[src/rtl/demux_dest_n.sv]
// rtl/demux_dest_n.sv - destination demux with per-channel DEPTH-entry buffers and pause
// Optional drop counter: define DEMUX_DROP_CNT_EN; when undefined drop_cnt is tied to 0.
module demux_dest_n #(
  parameter int BW       = 6,
  parameter int SEL_LSB  = 4,
  parameter int SEL_W    = 1,
  parameter int NUM_DEST = 2,
  parameter int DEPTH    = 4,
  parameter int CNT_W    = 8
) (
  input  logic                   clk,
  input  logic                   reset_L,
  input  logic                   valid_in,
  input  logic [BW-1:0]          data_in,
  input  logic [NUM_DEST-1:0]    pause,
  output logic [NUM_DEST*BW-1:0] data_out,
  output logic [NUM_DEST-1:0]    valid_out,
  output logic [NUM_DEST-1:0]    full,
  output logic [CNT_W-1:0]       drop_cnt
);

  localparam int AW = $clog2(DEPTH);
  localparam int CW = AW + 1;
  localparam logic [CW-1:0] FULL_CNT = CW'(DEPTH);

  logic [SEL_W-1:0]    dest;
  logic [31:0]         dest_ext;
  logic [NUM_DEST-1:0] sel;
  logic [NUM_DEST-1:0] pop;
  logic [NUM_DEST-1:0] push;

  assign dest     = data_in[SEL_LSB +: SEL_W];
  assign dest_ext = 32'(dest);

  for (genvar i = 0; i < NUM_DEST; i++) begin : g_ch
    logic [BW-1:0] mem [DEPTH];
    logic [AW-1:0] wr_ptr;
    logic [AW-1:0] rd_ptr;
    logic [CW-1:0] count;
    logic [BW-1:0] dout_q;
    logic          vout_q;

    assign sel[i]  = valid_in && (dest_ext == 32'(i));
    assign pop[i]  = (count != '0) && !pause[i];
    // A full channel still accepts when it is draining on the same edge
    assign push[i] = sel[i] && ((count != FULL_CNT) || pop[i]);
    assign full[i] = (count == FULL_CNT);

    assign data_out[i*BW +: BW] = dout_q;
    assign valid_out[i]         = vout_q;

    always_ff @(posedge clk) begin
      if (reset_L) begin
        wr_ptr <= '0;
        rd_ptr <= '0;
        count  <= '0;
        dout_q <= '0;
        vout_q <= 1'b0;
      end else begin
        if (push[i]) begin
          mem[wr_ptr] <= data_in;
          wr_ptr      <= wr_ptr + 1'b1;
        end
        if (pop[i]) begin
          dout_q <= mem[rd_ptr];
          rd_ptr <= rd_ptr + 1'b1;
        end
        vout_q <= pop[i];
        case ({push[i], pop[i]})
          2'b10:   count <= count + 1'b1;
          2'b01:   count <= count - 1'b1;
          default: count <= count;
        endcase
      end
    end
  end

`ifdef DEMUX_DROP_CNT_EN
  logic             drop;
  logic [CNT_W-1:0] cnt_q;

  // Selected-but-not-pushed covers the full case; no select at all means a bad destination
  assign drop = valid_in && ((dest_ext >= 32'(NUM_DEST)) || ((sel & ~push) != '0));

  always_ff @(posedge clk) begin
    if (reset_L) begin
      cnt_q <= '0;
    end else if (drop && (cnt_q != '1)) begin
      cnt_q <= cnt_q + 1'b1;
    end
  end

  assign drop_cnt = cnt_q;
`else
  assign drop_cnt = '0;
`endif

endmodule

[config.mk]
export PLATFORM = sky130hd
export DESIGN_NAME = demux_dest_n
export DESIGN_NICKNAME = d
export VERILOG_FILES = /design/src/rtl/demux_dest_n.sv
export SDC_FILE = /design/constraint.sdc
export NUM_CORES = 1
export LEC_CHECK = 0
export ABC_AREA = 1
export ABC_CLOCK_PERIOD_IN_PS = 1900
export CORE_UTILIZATION = 40
export CTS_CLUSTER_SIZE = 10
export DETAILED_ROUTE_END_ITERATION = 7
export GPL_ROUTABILITY_DRIVEN = 0
export HOLD_SLACK_MARGIN = 0.06
export PLACE_DENSITY = 0.58
export SKIP_CTS_REPAIR_TIMING = 1
export SYNTH_ARGS = -nofsm -noshare
export SYNTH_HDL_FRONTEND = slang
export SYNTH_SLANG_ARGS = --single-unit
[constraint.sdc]
create_clock -name clk -period 1.9 [get_ports clk]
set_clock_uncertainty 0.05 [all_clocks]
set_input_delay 0.38 -clock clk [delete_from_list [all_inputs] [get_ports clk]]
set_output_delay 0.38 -clock clk [all_outputs]
set_load 0.005 [all_outputs]
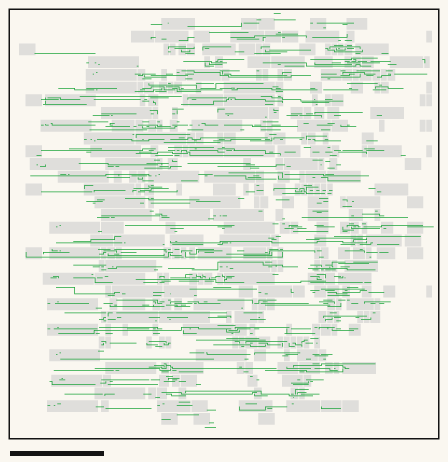
Run 1: the metal 1 layer
The bar under the picture is 20 microns long.
- longest straight run: 32.7 microns
- main direction: horizontal
- wire length on this layer: 2830 microns
- nets with wire on the layer: 331

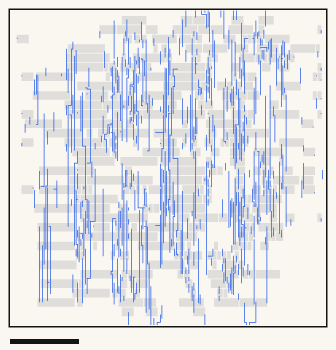
Run 1: the metal 2 layer
The bar under the picture is 20 microns long.
- share of all routed wire: 49%
- main direction: vertical

==> impl_metrics.csv, run 1 <==
group,metric,value,unit
logic_synthesis,synthTopCellsByCount,"63 x nor2_1, 48 x edfxtp_1, 43 x o21ai_0, 28 x dfxtp_1, 27 x inv_1",
worst_setup_path,cp_slowest_cell,"clkdlybuf4s50_1",
timing,setup_viol,1,
clock_tree,cts_root_buf,"clkbuf_8",
layout,buffers,52,
worst_setup_path,required,2080,ps
logic_synthesis,yosys-top-cells-area,"edfxtp_1 45%, dfxtp_1 18%, nor2_1 7.4%",
worst_setup_path,crit_fanout,2,
timing,setup_ws,-24.9,ps
clock_tree,cts_num_sinks,76,
clock_tree,cts_tree,"done",
worst_setup_path,worstPathArrival,2110,ps
hold_path,hp-start,"g_ch[0].count[0]",
placement,dp_slack,-440,ps
layout,nets,374,
clock_tree,clock_latency,340,ps
hold_path,hold_path.class,"reg2reg",
logic_synthesis,ys_warn_count,0,
layout,design.seq.count,76,
routing,top_layer_used,"met4",
logic_synthesis,ys.flop_type,"edfxtp_1",
timing,hold_viol_final,0,
logic_synthesis,yosys_area,3190,sq um
layout,num-clock-buffers,11,
die,die_y,91.4,microns
logic_synthesis,numSynthFlops,76,
grt,use_met1,0.211,
worst_setup_path,crit_path_start,"pause[0]",
grt,grt_pass1_wl,10400,microns
worst_setup_path,rr_startpoint,"g_ch[0].count[1]",
logic_synthesis,yosysUniqueCellTypes,29,
routing,wl_met3,181,microns
worst_setup_path,cp.depth,10,
hold_path,hold_depth,2,
routing,drc_errors,0,
worst_setup_path,crit_buf_inv,3,
placement,io_buffers,26,
worst_setup_path,crit_path_end,"g_ch[0].count[2]",
routing,ant_nets,0,
run_status,violations,"negative setup slack",
logic_synthesis,fa_ha_area_frac,0.0478,
run_status,status,"complete, but fails checks",
layout,dominant_cells,"sequential cells",
placement,dp.cells,441,
layout,inverters,30,
power_and_ir_drop,power.leakage,1.49,nW
timing,rsz0062_at_grt,"yes",
layout,clock_area_frac,0.0438,
logic_synthesis,syn_inst,301,
grt,grt-ovfl-total,0,
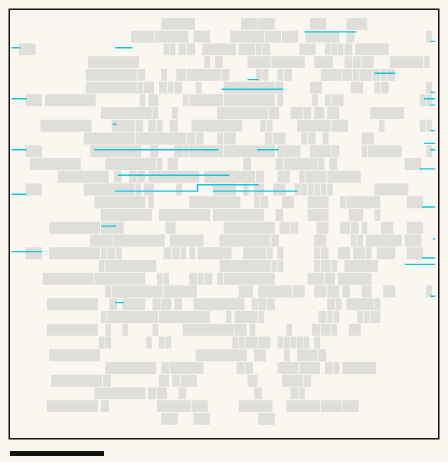
Run 1: the metal 3 layer
The bar under the picture is 20 microns long.
- longest straight run: 26.2 microns
- wire length on this layer: 181 microns
- nets with wire on the layer: 24
- share of all routed wire: 2.9%

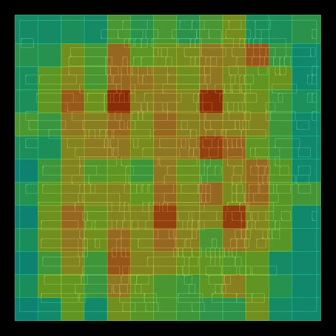
Run 1: track usage over the die
Overall Global Routing Usage: 0.166
Finished Core Util: 0.499
met2 usage: 0.273
most used routing layer: met2

==> run 1: kinds of logic (layout without fill, tap and decap cells) <==
kind of cell	Yosys count	after routing
compound gates	75	75
fa+ha+maj	11	11
buf+inv	49	98
flops	76	76
other cells	1	8
simple gates	89	89
==> run 1: sequential cells by signal, indices dropped and copies added (netlist names) <==
name and flops:
g_ch.vout_q 2, g_ch.rd_ptr 4, g_ch.dout_q 12, g_ch.count 6, g_ch.mem 48, g_ch.wr_ptr 4
==> run 1: power breakdown <==
| part | total [mW] | switching (mW) | internal (mW) |
|---|---|---|---|
| clock | 1.07 | 0.569 | 0.502 |
| combinational | 1.03 | 0.557 | 0.476 |
| sequential | 2.00 | 0.0930 | 1.91 |
| total | 4.11 | 1.22 | 2.89 |
==> run 1 -> run 2 <==
- CORE_UTILIZATION: 40 -> 45
- PLACE_DENSITY: 0.58 -> 0.65
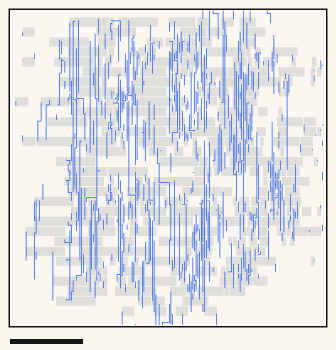
Run 2: the metal 2 layer
The bar under the picture is 20 microns long.
- wire length on this layer: 2870 microns
- share of all routed wire: 49%

==> run 2 against run 1 <==
Compared with the run above: the flow now finishes without violations; sequential share of layout area fell by 0.37 points; worst setup slack improved by 100 ps; wire length fell by 4.7%; critical path depth did not move; combinational power barely moved; cell count fell by 1.3%; sequential cell count did not move; worst hold slack got worse by 29 ps; largest power group unchanged.
==> impl_metrics.csv, run 2 <==
group,metric,value,unit
run_status,status,"complete, no violations",
logic_synthesis,ys_warn_count,0,
layout,fin_util,0.568,
grt,grt_use_met2,0.266,
hold_path,hold_path.class,"in2reg",
power_and_ir_drop,p_clk_frac,0.283,
layout,top_regs,"g_ch.mem: 48 flops, g_ch.dout_q: 12 flops, g_ch.count: 6 flops",
power_and_ir_drop,power.share.sequential,0.476,
grt,grt_usage,0.174,
timing,hold_viol_final,0,
logic_synthesis,yosysUniqueCellTypes,29,
placement,dp_slack,-428,ps
worst_setup_path,worstPathArrival,2010,ps
power_and_ir_drop,power.leakage,1.51,nW
layout,design.seq.count,76,
clock_tree,cts_root_buf,"clkbuf_8",
power_and_ir_drop,powerComb,1.02,mW
layout,inverters,30,
logic_synthesis,yosys_area,3190,sq um
power_and_ir_drop,p_int,3.00,mW
timing,setup_viol,0,
placement,dp.cells,436,
grt,grt-ovfl-total,0,
clock_tree,cts_tree,"done",
worst_setup_path,cp_slowest_cell,"fa_2",
layout,largest-register,"g_ch.mem",
layout,clock_area_frac,0.0496,
power_and_ir_drop,p_switching,1.24,mW
placement,io_buffers,26,
power_and_ir_drop,p_comb_frac,0.241,
logic_synthesis,synthTopCellsByCount,"63 x nor2_1, 48 x edfxtp_1, 43 x o21ai_0, 28 x dfxtp_1, 27 x inv_1",
timing,setup_ws,76.7,ps
grt,use_met1,0.234,
worst_setup_path,crit_buf_inv,2,
timing,rsz0062_at_grt,"yes",
layout,dominant_cells,"sequential cells",
layout,buffers,52,
layout,num-clock-buffers,10,
routing,top_layer_used,"met4",
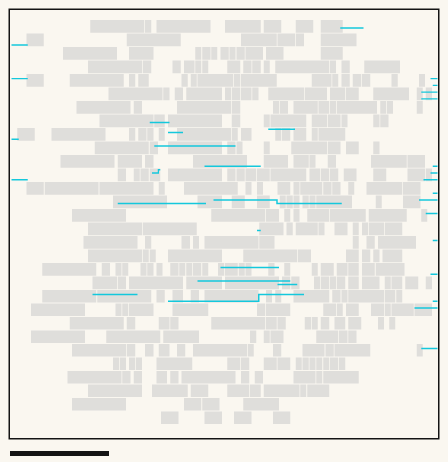
Run 2: the metal 3 layer
The bar under the picture is 20 microns long.
- share of all routed wire: 3.4%
- longest straight run: 18.4 microns
- wire length on this layer: 198 microns
- main direction: horizontal
- nets with wire on the layer: 27

run 2: cell counts after synthesis:
No cell type changed its count.
run 2: worst reg2reg max path: stages (launching register included):
cell	delay, ps
dfxtp_1	310
inv_2	90
nand4_1	140
nand3_1	140
ha_2	170
inv_1	60
fa_2	380
a21oi_2	150
o21ai_2	70
o21ai_1	120
a21oi_1	50
run 2: path summary, 6_finish.rpt:
path                          from           endpoint  slack (ps)  cells after the start
setup reg to reg  g_ch[0].count[0]   g_ch[0].count[2]          80                     10
hold / removal          data_in[4]  g_ch[1].mem[1][4]         440                      2
hold reg to reg   g_ch[0].count[0]   g_ch[0].count[0]         460                      2
setup / recovery  g_ch[0].count[0]   g_ch[0].count[2]          80                     10
Power figures rest on the tool's default switching activity, not on a simulated workload.
